File: src/rtl/xgemac_tx_arbiter.sv
// rtl/xgemac_tx_arbiter.sv - packet-atomic round-robin arbiter for the XGEMAC TX packet port
//
// Purpose:
//   Grants one of NUM_SRC packet sources at a time for a whole packet
//   (SOP through EOP) and forwards its beats to the MAC pkt_tx_* port
//   through one register stage, honouring pkt_tx_full backpressure.
//
// Ports:
//   clk, rst_n      clock (posedge) and asynchronous active-low reset
//   src_data/val/sop/eop/mod   per-source beat inputs, source i at slice i
//   src_rdy         per-source ready; a beat moves on src_val[i] & src_rdy[i]
//   pkt_tx_data/val/sop/eop/mod   registered MAC beat outputs
//   pkt_tx_full     MAC FIFO full; blocks all accepts while high
//   owner, busy     granted source index and packet-in-progress flag
//   err             one-cycle pulse aligned with a malformed forwarded beat
module xgemac_tx_arbiter #(
   parameter int  NUM_SRC    = 2,
   parameter int  DATA_WIDTH = 64,
   parameter int  MOD_WIDTH  = 3,
   localparam int IDX_W      = $clog2(NUM_SRC)
) (
   input  logic                          clk,
   input  logic                          rst_n,
   input  logic [NUM_SRC*DATA_WIDTH-1:0] src_data,
   input  logic [NUM_SRC-1:0]            src_val,
   input  logic [NUM_SRC-1:0]            src_sop,
   input  logic [NUM_SRC-1:0]            src_eop,
   input  logic [NUM_SRC*MOD_WIDTH-1:0]  src_mod,
   output logic [NUM_SRC-1:0]            src_rdy,
   output logic [DATA_WIDTH-1:0]         pkt_tx_data,
   output logic                          pkt_tx_val,
   output logic                          pkt_tx_sop,
   output logic                          pkt_tx_eop,
   output logic [MOD_WIDTH-1:0]          pkt_tx_mod,
   input  logic                          pkt_tx_full,
   output logic [IDX_W-1:0]              owner,
   output logic                          busy,
   output logic                          err
);

   typedef enum logic {
      S_IDLE = 1'b0,
      S_XFER = 1'b1
   } state_t;

   state_t                 state;
   state_t                 state_nxt;
   logic [IDX_W-1:0]       last;
   logic                   first_beat;

   logic [NUM_SRC-1:0]     cand;
   logic                   pick_found;
   logic [IDX_W-1:0]       pick_idx;

   logic [DATA_WIDTH-1:0]  sel_data;
   logic                   sel_val;
   logic                   sel_sop;
   logic                   sel_eop;
   logic [MOD_WIDTH-1:0]   sel_mod;
   logic                   accept;

   // Only a beat carrying SOP may open a packet; a stray mid-packet beat
   // presented while idle just waits.
   assign cand = src_val & src_sop;

   // Round-robin search starting just after the last source to finish a
   // packet, so that source has the lowest priority next time.
   always_comb begin
      pick_found = 1'b0;
      pick_idx   = '0;
      for (int k = 1; k <= NUM_SRC; k++) begin
         if (!pick_found && cand[(int'(last) + k) % NUM_SRC]) begin
            pick_found = 1'b1;
            pick_idx   = IDX_W'((int'(last) + k) % NUM_SRC);
         end
      end
   end

   always_comb begin
      sel_data = src_data[int'(owner)*DATA_WIDTH +: DATA_WIDTH];
      sel_val  = src_val[owner];
      sel_sop  = src_sop[owner];
      sel_eop  = src_eop[owner];
      sel_mod  = src_mod[int'(owner)*MOD_WIDTH +: MOD_WIDTH];
   end

   assign accept = (state == S_XFER) && sel_val && !pkt_tx_full;
   assign busy   = (state == S_XFER);

   // The full -> src_rdy path is the one combinational input-to-output path;
   // it lets a source stop within the same cycle the MAC fills.
   always_comb begin
      src_rdy = '0;
      if (state == S_XFER) begin
         src_rdy[owner] = !pkt_tx_full;
      end
   end

   always_ff @(posedge clk or negedge rst_n) begin
      if (!rst_n) begin
         state <= S_IDLE;
      end else begin
         state <= state_nxt;
      end
   end

   always_comb begin
      state_nxt = state;
      case (state)
         S_IDLE: begin
            if (pick_found) begin
               state_nxt = S_XFER;
            end
         end
         S_XFER: begin
            if (accept && sel_eop) begin
               state_nxt = S_IDLE;
            end
         end
         default: state_nxt = S_IDLE;
      endcase
   end

   always_ff @(posedge clk or negedge rst_n) begin
      if (!rst_n) begin
         owner       <= '0;
         last        <= IDX_W'(NUM_SRC - 1);
         first_beat  <= 1'b0;
         pkt_tx_data <= '0;
         pkt_tx_val  <= 1'b0;
         pkt_tx_sop  <= 1'b0;
         pkt_tx_eop  <= 1'b0;
         pkt_tx_mod  <= '0;
         err         <= 1'b0;
      end else begin
         if ((state == S_IDLE) && pick_found) begin
            owner      <= pick_idx;
            first_beat <= 1'b1;
         end
         if (accept) begin
            first_beat <= 1'b0;
            if (sel_eop) begin
               last <= owner;
            end
         end

         // Data/sop/eop/mod hold across idle cycles; only val drops.
         pkt_tx_val <= accept;
         if (accept) begin
            pkt_tx_data <= sel_data;
            pkt_tx_sop  <= sel_sop;
            pkt_tx_eop  <= sel_eop;
            pkt_tx_mod  <= sel_eop ? sel_mod : '0;
         end

         // The first beat must carry SOP and no later beat may; either
         // violation is still forwarded, just flagged.
         err <= accept && (first_beat ? !sel_sop : sel_sop);
      end
   end

endmodule

File: config.mk
export PLATFORM = sky130hd
export DESIGN_NAME = xgemac_tx_arbiter
export DESIGN_NICKNAME = d
export VERILOG_FILES = /design/src/rtl/xgemac_tx_arbiter.sv
export SDC_FILE = /design/constraint.sdc
export NUM_CORES = 1
export LEC_CHECK = 0
export CAP_MARGIN = 20
export CORE_AREA = 3 3 103 105
export CTS_CLUSTER_SIZE = 8
export DETAILED_ROUTE_END_ITERATION = 10
export DIE_AREA = 0 0 106 108
export PLACE_DENSITY = 0.81
export SLEW_MARGIN = 30
export SYNTH_ARGS = -nofsm -noshare
export SYNTH_HDL_FRONTEND = slang
export SYNTH_SLANG_ARGS = --single-unit
File: constraint.sdc
create_clock -name clk -period 3.5 [get_ports clk]
set_input_delay 0.7 -clock clk [delete_from_list [all_inputs] [get_ports clk]]
set_output_delay 0.7 -clock clk [all_outputs]
set_load 0.05 [all_outputs]
Fig. 1: run 1, routed metal, one color a layer
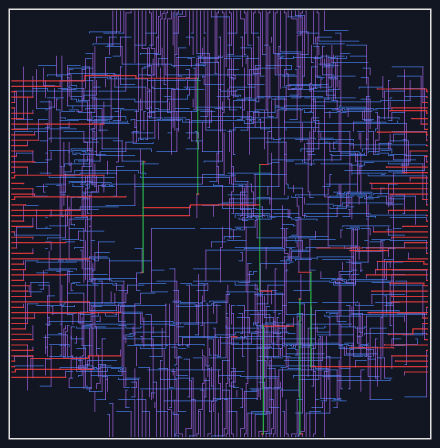
| layer | color | wire length |
|---|---|---|
| metal 1 | blue | 4,400 um |
| metal 3 | red | 950 um |
| metal 2 | purple | 5,740 um |
| metal 4 | green | 174 um |
Vias: 3,404
Avg WL per Cell: 16.7 um

Fig. 2: run 1, selected gate families
Bar = 20 um.
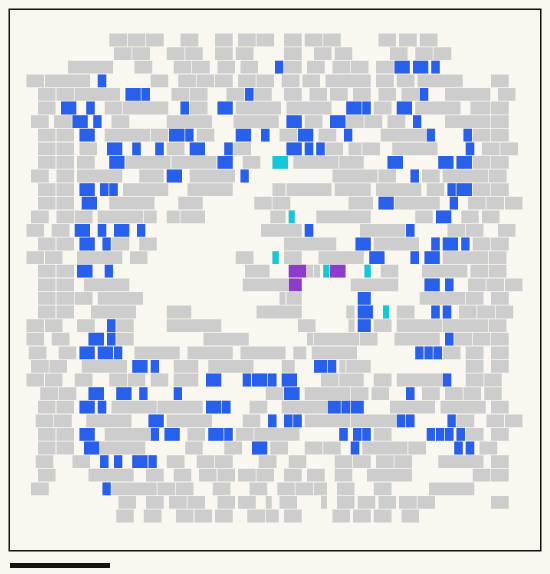
| family | color | cells |
|---|---|---|
| inverting AOI/OAI gates | blue | 142 |
| AND-OR and OR-AND gates | purple | 3 |
| NAND gates | cyan | 6 |
combinational share of cell area: 27.7%
Non-Filler Instances: 676
most common logic cell in the routed design: clkdlybuf4s50_1

Fig. 3: run 1, clock wiring as the flow saved it
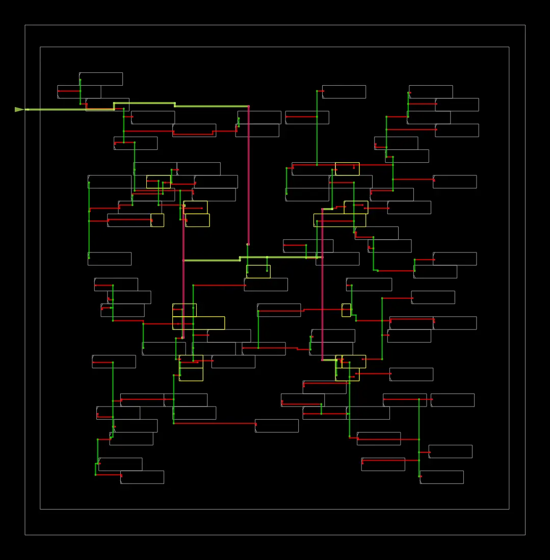
power of the clock network: 0.753 mW
clock buf count: 12
Late-Pin Clk Latency: 0.34 ns
number of clock sinks: 75
TritonCTS Buffers: 9

Fig. 4: run 1, I/O pins on the die edge
Pins as bars across the die edge, other pins in gray.
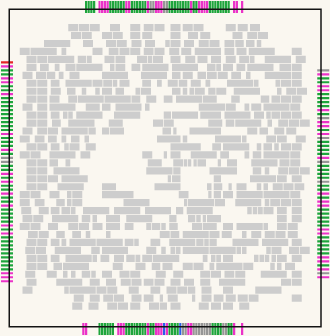
| port | color | pins | direction | edge |
|---|---|---|---|---|
| src_rdy | blue | 2 | output | bottom |
| src_data | green | 128 | input | 38 left, 34 top, 30 right, 26 bottom |
| clk | red | 1 | input | left |
| pkt_tx_data | magenta | 64 | output | 18 top, 17 right, 15 left, 14 bottom |
Port Buffers: 217
die width: 106 um
Chip Height: 108 um

==> flow_summary_export.csv, run 1 <==
group,metric,value,unit
grt,grt_pass1_vias,3613,
logic_synthesis,floorplan.nets,478,
timing,rsz0062_at_grt,"false",
grt,grt_max_degree,76,
final_layout,ff_latch_area,0.00188,mm2
final_layout,comb_area,0.00173,mm2
critical_path,required,2.80,ns
cts,post_cts.repair.setup_buffers,0,
power_and_ir_drop,swShare,49.5,%
outcome,status,"finished clean",
flow_run,max_cap_violations,0,
power_and_ir_drop,powerDensity,971,mW/mm2
worst_hold_path,hp-class,"in -> async",
power_and_ir_drop,pwr-share-clk,12.4,%
logic_synthesis,numSynthFlops,75,
critical_path,cp.arrival,2.09,ns
floorplan,fp.coreArea,0.00973,mm2
logic_synthesis,synth_cell_type_count,24,
logic_synthesis,ys_area,0.00378,mm2
power_and_ir_drop,pwr-share-comb,62.3,%
route,drt_iter0_drc,109,
critical_path,cpPeakStageDelay,0.65,ns
timing,drv_slew,0,
final_layout,drive_gt1_share,16.0,%
cts,cts_buffer_depth,2,
## run 1: path summary, 6_finish.rpt
path,slack [ns],from,end
hold reg to reg,0.50,last,last
min in group clk,0.50,last,last
setup / recovery,0.71,owner,src_rdy[1]
hold / removal,0.35,rst_n,pkt_tx_data[35]
max in group asynchronous,2.58,rst_n,owner
setup reg to reg,1.09,owner,pkt_tx_data[11]
## run 1: worst max-delay path: cells and delay by family, from the launching register on
family        cells  cell delay (ns)
buf+inv           3             0.93
flops             1             0.65
simple gates      1             0.14
## run 1: area by class of cell
class                           count  share of cell area (%)
Timing Repair Buffer              223                    35.7
Sequential cell                    75                    30.2
Multi-Input combinational cell    227                    27.7
Tap cell                          133                    2.67
Clock buffer                       12                    2.49
Clock inverter                      4                    1.16
Inverter                            2                   0.120
## run 1: Yosys cell counts (all sizes together)
cell and count:
nor2 5, mux2i 69, o22a 1, o21a 1, o21ai 136, buf 17
a21oi 1, xor2 1, a21boi 1, inv 2, or2 1, o32a 1
nand2 5, clkbuf 14, nand2b 1, o31ai 4, dfrtp 74, dfstp 1
## run 1: metrics by stage
step                      setup slack [ns]  util [%]  cells  hold slack [ns]  instance area [um2]
final                                0.714      64.1    676            0.354                 6240
after CTS                            0.694      64.1    676            0.499                 6240
after global placement               0.697      61.8    660            0.480                 6010
after floorplan                      0.971         -    335            0.404                 3780
after detailed placement             0.646      61.8    660            0.483                 6010
after global routing                 0.598      64.1    676            0.426                 6240
## run 1: cells by family (layout without fill, tap and decap cells)
group           count (synthesis)  in the layout  synth area share (%)
buf+inv                        33            241                  5.02
flops                          75             75                  49.6
mux                            69             69                  18.3
xor+xnor                        1              1                 0.231
compound gates                145            145                  25.5
simple gates                   12             12                  1.32
## run 1: layer usage
metal	vias to the layer above	part of all wire, %	GRT usage [%]
li1	1624	-	-
met1	1637	39	22.5
met2	129	51	34.2
met3	14	8.4	6.27
met4	0	1.5	6.01
met5	-	0	0
## run 1: power groups by stage
stage                     sequential (mW)  clock, mW  combinational (mW)
final                                1.53      0.753                3.77
after global routing                 1.59      0.805                3.96
after detailed placement             1.55          0                3.80
after CTS                            1.54      0.766                3.80
after floorplan                      2.86          0                1.23
after global placement               1.53          0                3.74
## run 1: cells in the final DEF (no fill, tap or decap), types with 2 or more instances in the layout
master and count:
dfrtp_1 73, o31ai_1 4, bufinv_16 2, o21ai_2 57, o21ai_0 76, nor2_1 5
buf_4 7, clkdlybuf4s50_1 214, nand2_1 5, mux2i_1 68, clkbuf_8 11, o21ai_1 3
Fig. 5: run 1, sequential cells grouped by signal name
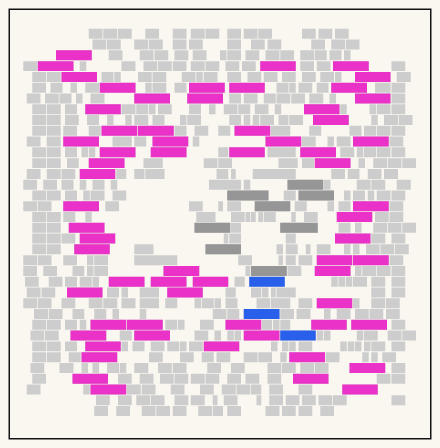

==> run 2: changes to the inputs <==
--- a/config.mk
+++ b/config.mk
@@ -6,11 +6,11 @@
 export NUM_CORES = 1
 export LEC_CHECK = 0
 export CAP_MARGIN = 20
-export CORE_AREA = 3 3 103 105
+export CORE_AREA = 3 3 104 106
 export CTS_CLUSTER_SIZE = 8
 export DETAILED_ROUTE_END_ITERATION = 10
-export DIE_AREA = 0 0 106 108
-export PLACE_DENSITY = 0.81
+export DIE_AREA = 0 0 107 109
+export PLACE_DENSITY = 0.79
 export SLEW_MARGIN = 30
 export SYNTH_ARGS = -nofsm -noshare
 export SYNTH_HDL_FRONTEND = slang
==> constraint.sdc (replaced) <==
create_clock -name clk -period 2.75 [get_ports clk]
set_input_delay 0.55 -clock clk [delete_from_list [all_inputs] [get_ports clk]]
set_output_delay 0.55 -clock clk [all_outputs]
set_load 0.05 [all_outputs]
Fig. 6: run 2, sequential cells grouped by signal name
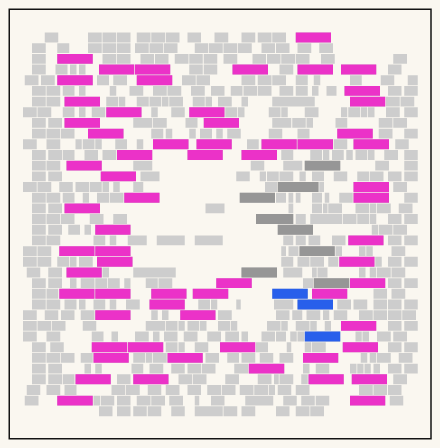
| name in the netlist | color | sequential cells |
|---|---|---|
| pkt_tx_mod | blue | 3 |
| pkt_tx_data | magenta | 64 |
not colored: 8
final design utilization: 63.6%
sequential portion of the cell area: 30.0%
sequential power: 1.89 mW

Fig. 7: run 2, selected gate families
Bar = 20 um.
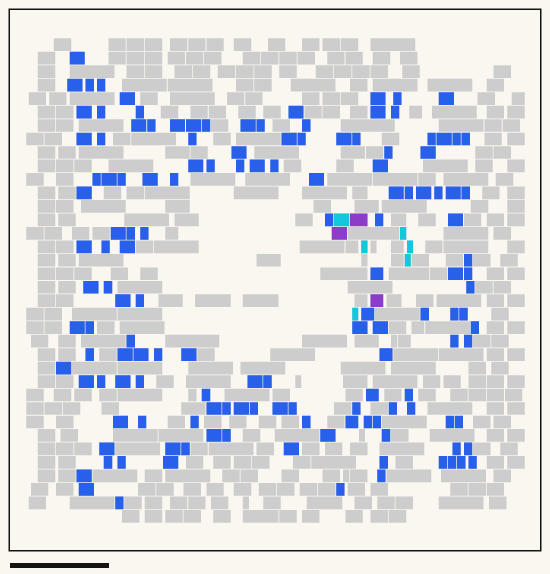
| family | color | cells |
|---|---|---|
| NAND gates | cyan | 6 |
| inverting AOI/OAI gates | blue | 142 |
| AND-OR and OR-AND gates | purple | 3 |
Non-Filler Instances: 677
combinational share of cell area: 27.6%

==> run 2 against run 1 <==
Synthesized area is the same. Wire length shrank 2.4%. Synthesized cell count is the same. First-iteration DRC count shrank 13%. Sequential power grew 24%. Via count grew 0.71%. Critical path depth shrank 2. Count of clock-buffer cells in the layout shrank 2. Clock power grew 26%. Hold slack lost 0.15 ns. Clock skew grew 0.0019 ns. Flip-flop count is the same.
==> flow_summary_export.csv, run 2 <==
group,metric,value,unit
outcome,status,"finished clean",
floorplan,die_w,107,um
logic_synthesis,common_cells,"o21ai_0 (76), dfrtp_1 (74), mux2i_1 (68)",
cts,post_cts.repair.setup_buffers,0,
logic_synthesis,synth_cell_type_count,24,
final_layout,design_area,0.00628,mm2
logic_synthesis,ys.flop_type,"dfrtp_1",
grt,grt_pass1_vias,3513,
critical_path,critPathTopFamily,"buffers and inverters",
route,drt_iter0_drc,95,
logic_synthesis,floorplan.nets,478,
timing,drv_slew,0,
cts,cts_buffer_depth,2,
final_layout,drive_gt1_share,16.5,%
logic_synthesis,numSynthFlops,75,
power_and_ir_drop,swShare,49.4,%
critical_path,cpMaxStageDelayCell,"buf_4",
place,placed_area,0.00605,mm2
floorplan,fp.coreArea,0.00986,mm2
power_and_ir_drop,pwr-share-comb,63.3,%
power_and_ir_drop,powerDensity,1230,mW/mm2
place,pre_cts_ws,0.369,ns
critical_path,path_class,"reg -> out",
grt,met2_usage,33.6,%
timing,layout_setup_ws,0.448,ns
place,portBuffers,217,
floorplan,dieHeight,109,um
critical_path,cp.depth,2,
logic_synthesis,edf_count,0,
grt,grt_max_degree,70,
timing,whs,0.204,ns
worst_hold_path,hp-class,"in -> async",
critical_path,required,2.20,ns
critical_path,ff2ff_setup_slack,0.86,ns
power_and_ir_drop,pwr-share-clk,12.3,%
logic_synthesis,synthMostInstantiatedCell,"o21ai_0",
critical_path,crit_buf_inv,2,
critical_path,cp.arrival,1.75,ns
timing,rsz0062_at_grt,"false",
flow_run,max_cap_violations,0,
grt,busiest_layer,"met2",
place,dp_cells,661,
logic_synthesis,async_flop_share,100,%
final_layout,layout_top_cell,"clkdlybuf4s50_1",
logic_synthesis,ys_area,0.00378,mm2
run 2: logic make-up (layout without fill, tap and decap cells):
| family | count (synthesis) | count (layout) | synth area share [%] |
|---|---|---|---|
| XOR/XNOR | 1 | 1 | 0.231 |
| multiplexers | 69 | 69 | 18.3 |
| flip-flops | 75 | 75 | 49.6 |
| AND/OR/NAND/NOR | 12 | 12 | 1.32 |
| AND-OR/OR-AND | 145 | 145 | 25.5 |
| buffers and inverters | 33 | 242 | 5.02 |
run 2: metal layers:
metal / share of wire, % / wire, um / vias to the layer above
met3: 8.0 / 884 / 14
met5: 0 / 0 / -
met2: 52 / 5720 / 144
met4: 1.4 / 153 / 0
li1: - / - / 1633
met1: 39 / 4240 / 1637
run 2: cell type report:
cell class / instances / area [um2]
multi-input combinational: 227 / 1730
clock inverter: 6 / 88.8
inverter: 2 / 7.51
fill: 805 / 3590
timing repair buffer: 224 / 2260
sequential: 75 / 1880
clock buffer: 10 / 138
tap: 133 / 166
run 2: power by group through the flow:
stage / clock network, mW / logic [mW] / registers [mW]
finish: 0.946 / 4.88 / 1.89
global route: 1.03 / 5.14 / 1.95
CTS: 0.972 / 4.93 / 1.89
detailed placement: 0 / 4.93 / 1.91
global placement: 0 / 4.86 / 1.89
floorplan: 0 / 1.56 / 3.64
run 2: worst reg2reg max path, delay by kind of cell (launching register included):
family | cells | cell delay, ns
xor+xnor | 1 | 0.19
mux | 1 | 0.44
flops | 1 | 0.45
buf+inv | 1 | 0.63
simple gates | 1 | 0.05
run 2: worst max path at each step:
stage,startpoint,endpoint,slack (ns)
after floorplan,busy,src_rdy[0],0.43
after global placement,src_val[0],pkt_tx_data[39],0.41
after detailed placement,src_val[0],pkt_tx_data[60],0.37
after CTS,owner,owner,0.41
after global routing,owner,owner,0.35
final,owner,owner,0.45
No activity file was given, so power comes from the tool's default toggle rates.
